Figure 1. Met1 routing.
Scale: 1 px per µm. Supply wires on this layer in grey.
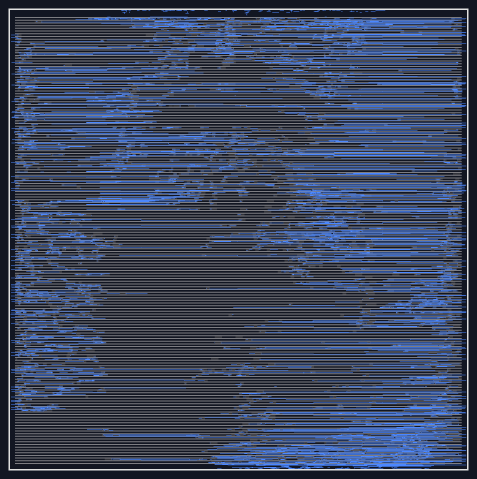
Figure 2. Metal 2.
Scale: 1 px per µm.
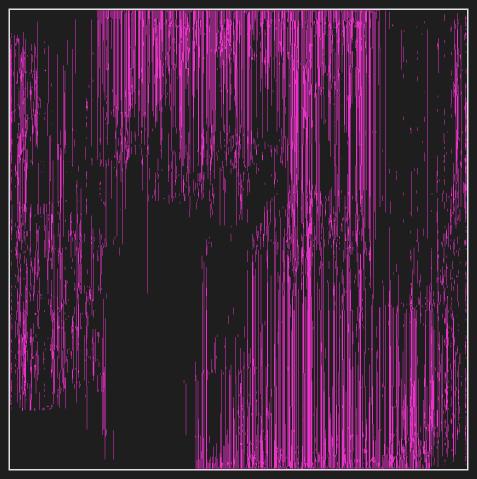
Figure 3. Signal wires on met3.
Scale: 1 px per µm.
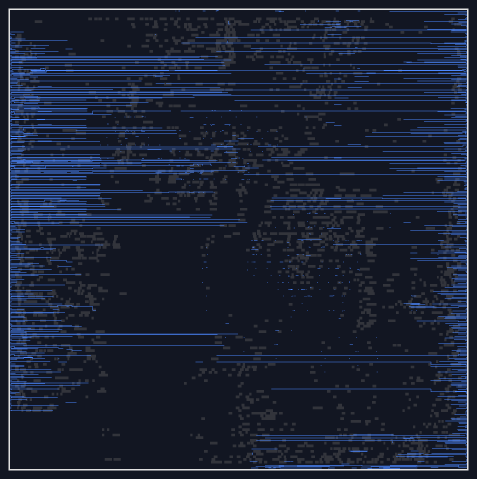
<file path="config.mk">
export PLATFORM = sky130hd
export DESIGN_NAME = l1_snooper
export DESIGN_NICKNAME = d
export VERILOG_FILES = /design/src/rtl/l1_snooper.sv
export SDC_FILE = /design/constraint.sdc
export NUM_CORES = 1
export LEC_CHECK = 0
export CORE_AREA = 5 5 452 454
export CTS_CLUSTER_DIAMETER = 120
export DETAILED_ROUTE_END_ITERATION = 12
export DIE_AREA = 0 0 457 459
export HOLD_SLACK_MARGIN = 0.15
export PLACE_DENSITY = 0.3
export SLEW_MARGIN = 20
export SYNTH_ARGS = -nofsm -noshare
export SYNTH_HDL_FRONTEND = slang
export SYNTH_SLANG_ARGS = --single-unit
</file>
<file path="constraint.sdc">
create_clock -name clk -period 2.4 [get_ports clk]
set_input_delay 0.48 -clock clk [delete_from_list [all_inputs] [get_ports clk]]
set_output_delay 0.48 -clock clk [all_outputs]
set_load 0.005 [all_outputs]
</file>
<file path="src/rtl/l1_snooper.sv">
// l1_snooper: per-core snoop responder for the coherence bus.
// Takes one bus snoop and looks it up in the local L1 tag array. One cycle
// later it answers with shared plus the line data, then applies the MESI
// downgrade or invalidate.
// Optional build macro: L1_SNOOP_STATS_EN adds saturating snoop/hit/inval counters.

`ifndef ADDR_BITS
`define ADDR_BITS 32
`endif
`ifndef OFFSET_BITS
`define OFFSET_BITS 6
`endif
`ifndef CACHELINE_BITS
`define CACHELINE_BITS 512
`endif

package cache_pkg;
  typedef enum logic [1:0] {
    BUS_RD   = 2'd0,
    BUS_RDX  = 2'd1,
    BUS_UPGR = 2'd2,
    BUS_WB   = 2'd3
  } bus_req_t;

  typedef enum logic [1:0] {
    MESI_I = 2'd0,
    MESI_S = 2'd1,
    MESI_E = 2'd2,
    MESI_M = 2'd3
  } mesi_t;
endpackage

module l1_snooper
  import cache_pkg::*;
#(
  parameter int unsigned WAYS    = 4,
  parameter int unsigned LINE_AW = `ADDR_BITS - `OFFSET_BITS,
  localparam int unsigned WB     = $clog2(WAYS)
) (
  input  logic                       clk,
  input  logic                       reset_n,
  input  logic                       snoop_valid,
  input  logic [LINE_AW-1:0]         snoop_addr,
  input  bus_req_t                   snoop_req,
  output logic                       snoop_shared,
  output logic [`CACHELINE_BITS-1:0] snoop_data,
  output logic [LINE_AW-1:0]         tag_lookup_addr,
  input  logic                       tag_hit,
  input  logic [WB-1:0]              tag_hit_way,
  input  logic [1:0]                 tag_hit_state,
  output logic                       data_rd_en,
  output logic [LINE_AW-1:0]         data_rd_addr,
  output logic [WB-1:0]              data_rd_way,
  input  logic [`CACHELINE_BITS-1:0] data_rd_data,
  output logic                       state_wr_en,
  output logic [LINE_AW-1:0]         state_wr_addr,
  output logic [WB-1:0]              state_wr_way,
  output logic [1:0]                 state_wr_state,
  output logic                       snoop_busy,
  output logic                       inval_valid,
  output logic [LINE_AW-1:0]         inval_addr
`ifdef L1_SNOOP_STATS_EN
  ,
  output logic [31:0]                stat_snoops,
  output logic [31:0]                stat_hits,
  output logic [31:0]                stat_invals
`endif
);

  typedef enum logic {
    IDLE = 1'b0,
    RESP = 1'b1
  } state_t;

  state_t            state_q, state_d;
  bus_req_t          cap_req;
  logic [LINE_AW-1:0] cap_addr;
  logic              cap_hit;
  logic [WB-1:0]     cap_way;
  mesi_t             cap_state;

  logic  present;
  mesi_t new_state;

  // State register and snoop capture; a snoop is only accepted from IDLE
  always_ff @(posedge clk or negedge reset_n) begin
    if (!reset_n) begin
      state_q   <= IDLE;
      cap_req   <= BUS_RD;
      cap_addr  <= '0;
      cap_hit   <= 1'b0;
      cap_way   <= '0;
      cap_state <= MESI_I;
    end else begin
      state_q <= state_d;
      if (state_q == IDLE && snoop_valid) begin
        cap_req   <= snoop_req;
        cap_addr  <= snoop_addr;
        cap_hit   <= tag_hit;
        cap_way   <= tag_hit_way;
        cap_state <= mesi_t'(tag_hit_state);
      end
    end
  end

  // Next state, array requests and response; reset gates every output to 0
  always_comb begin
    state_d         = state_q;
    present         = 1'b0;
    new_state       = MESI_I;
    snoop_shared    = 1'b0;
    snoop_data      = '0;
    tag_lookup_addr = '0;
    data_rd_en      = 1'b0;
    data_rd_addr    = '0;
    data_rd_way     = '0;
    state_wr_en     = 1'b0;
    state_wr_addr   = '0;
    state_wr_way    = '0;
    state_wr_state  = '0;
    snoop_busy      = 1'b0;
    inval_valid     = 1'b0;
    inval_addr      = '0;
    if (reset_n) begin
      unique case (state_q)
        IDLE: begin
          tag_lookup_addr = snoop_addr;
          snoop_busy      = snoop_valid;
          if (snoop_valid) begin
            state_d = RESP;
            if (tag_hit && (snoop_req == BUS_RD || snoop_req == BUS_RDX)) begin
              data_rd_en   = 1'b1;
              data_rd_addr = snoop_addr;
              data_rd_way  = tag_hit_way;
            end
          end
        end
        RESP: begin
          state_d      = IDLE;
          snoop_busy   = 1'b1;
          present      = cap_hit && (cap_state != MESI_I);
          snoop_shared = present && (cap_req == BUS_RD || cap_req == BUS_RDX);
          if (snoop_shared) snoop_data = data_rd_data;
          if (present) begin
            unique case (cap_req)
              BUS_RD: begin
                // S stays S without a write; only E/M are downgraded
                if (cap_state == MESI_E || cap_state == MESI_M) begin
                  state_wr_en = 1'b1;
                  new_state   = MESI_S;
                end
              end
              BUS_RDX, BUS_UPGR: begin
                // UPGR against E/M is a protocol error; the line is dropped anyway
                state_wr_en = 1'b1;
                new_state   = MESI_I;
              end
              default: ;
            endcase
          end
          if (state_wr_en) begin
            state_wr_addr  = cap_addr;
            state_wr_way   = cap_way;
            state_wr_state = new_state;
            if (new_state == MESI_I) begin
              inval_valid = 1'b1;
              inval_addr  = cap_addr;
            end
          end
        end
        default: state_d = IDLE;
      endcase
    end
  end

`ifdef L1_SNOOP_STATS_EN
  // Saturating event counters
  always_ff @(posedge clk or negedge reset_n) begin
    if (!reset_n) begin
      stat_snoops <= '0;
      stat_hits   <= '0;
      stat_invals <= '0;
    end else begin
      if (state_q == IDLE && snoop_valid && stat_snoops != '1) stat_snoops <= stat_snoops + 32'd1;
      if (snoop_shared && stat_hits != '1) stat_hits <= stat_hits + 32'd1;
      if (inval_valid && stat_invals != '1) stat_invals <= stat_invals + 32'd1;
    end
  end
`endif

`ifndef SYNTHESIS
  a_no_snoop_in_resp: assert property (@(posedge clk) disable iff (!reset_n)
    (state_q == RESP) |-> !snoop_valid);
`endif

endmodule
</file>
==> flow_summary.json <==
{
  "status": "finished with violations",
  "violations": "negative setup slack",
  "antenna_found_initial": 220,
  "port_buffers": 1173,
  "p_per_area_nw_per_um2": 230,
  "nNonClkBuffers": 1367,
  "cp_cell_sequence": "buf_6 > ha_4 > o22ai_4 > nor2_4 > buf_4 > buf_12 > buf_12 > buf_16 > buf_4 > buf_16 > and2_4 > buf_12",
  "p_comb_share_pct": 74.8,
  "path_max_fanout": 9,
  "grtUsageMet1_pct": 18.2,
  "rsz0062_at_grt": "yes",
  "yosys-stat-area_um2": 5680,
  "cap_violations": 0,
  "top_layer": "met5",
  "synthSimpleGateAreaFrac_pct": 70.6,
  "vias": 12298,
  "edf_count": 0,
  "drc_errors": 0,
  "fin_cells": 4780,
  "yosysTopAreaCell": "and2_1",
  "cts_max_level": 2,
  "place_area_um2": 23900,
  "drive_above_1_share_pct": 47.4,
  "layout_setup_ws_ns": -0.450,
  "powerSeq_uw": 838,
  "logic_family": "simple AND/OR/NAND/NOR gates",
  "layout_top_cell": "clkdlybuf4s50_1",
  "ys_ff": 34,
  "ys_sh_mux_pct": 6.34,
  "yosys-top-cells-count": "and2_1 (594), clkbuf_2 (42), dfrtp_1 (34), mux2_2 (32), nor3b_1 (22)",
  "firstDrtPassIters": 4,
  "maxPowerGroup": "combinational logic",
  "warning_count": 30,
  "multiInputGateArea_um2": 5280,
  "die_area_um2": 210000,
  "sw_frac_of_total_pct": 37.9,
  "ys_sh_xor_pct": 0,
  "holdWs_ns": 0.275,
  "syn-cell-area_um2": 5680,
  "top_area_share_pct": 65.4,
  "via_per_inst": 2.57,
  "hpwl_um": 173000,
  "seq_share_pct": 3.18,
  "fillers": 22724,
  "cts_sinks": 34,
  "post-route-min-period_ns": 2.85,
  "crit_slowest_cell": "dfrtp_1",
  "finalMaxSlewViolations": 0,
  "syn_avg_cell_area_um2": 7.16,
  "busiest_layer": "met2",
  "met2_length_um": 87500,
  "flop_cell": "dfrtp_1",
  "critPathLaunch": "cap_req[0]",
  "arrival_ns": 2.37,
  "synth_cell_type_count": 26,
  "crit_path_max_incr_delay_ns": 0.42,
  "clk_pin_slew_ns": 0.07,
  "num-multi-input-gates": 684,
  "syn_nets": 1345,
  "grt_max_degree": 59,
  "setup_viol": 608,
  "grt_pass1_vias": 12489,
  "utilization_pct": 13.5,
  "clkPwrFrac_pct": 11.7,
  "cts_max_path_buffers": 2,
  "post-cts-setup-buffers": 37,
  "critPathRequiredTime_ns": 1.92,
  "gr-usage-all-layers_pct": 17.0
}
-- Figure 1 (at the start) --
nets with wire on the layer: 2342
main direction: horizontal
longest straight run: 265 µm

-- Figure 2 (at the start) --
nets with wire on the layer: 2503
share of all routed wire: 46%

-- Figure 3 (at the start) --
nets with wire on the layer: 827
main direction: horizontal
longest straight run: 301 µm
share of all routed wire: 15%
wire length on this layer: 28.4 mm

-- state kept, by name, indices dropped and copies added (netlist names) --
| register | flops |
|---|---|
| cap_hit | 1 |
| cap_req | 2 |
| cap_state | 2 |
| state_q | 1 |
| cap_addr | 26 |
| cap_way | 2 |
-- worst paths after layout --
| check | slack (ns) | cells past startpoint | to |
|---|---|---|---|
| min in group clk | 0.54 | 1 | cap_way[1] |
| max in group asynchronous | 1.79 | 2 | cap_addr[7] |
| setup reg to reg | 0.96 | 3 | cap_addr[3] |
| hold / removal | 0.28 | 2 | cap_addr[25] |
| hold reg to reg | 0.54 | 1 | cap_way[1] |
| setup / recovery | -0.45 | 12 | snoop_data[20] |
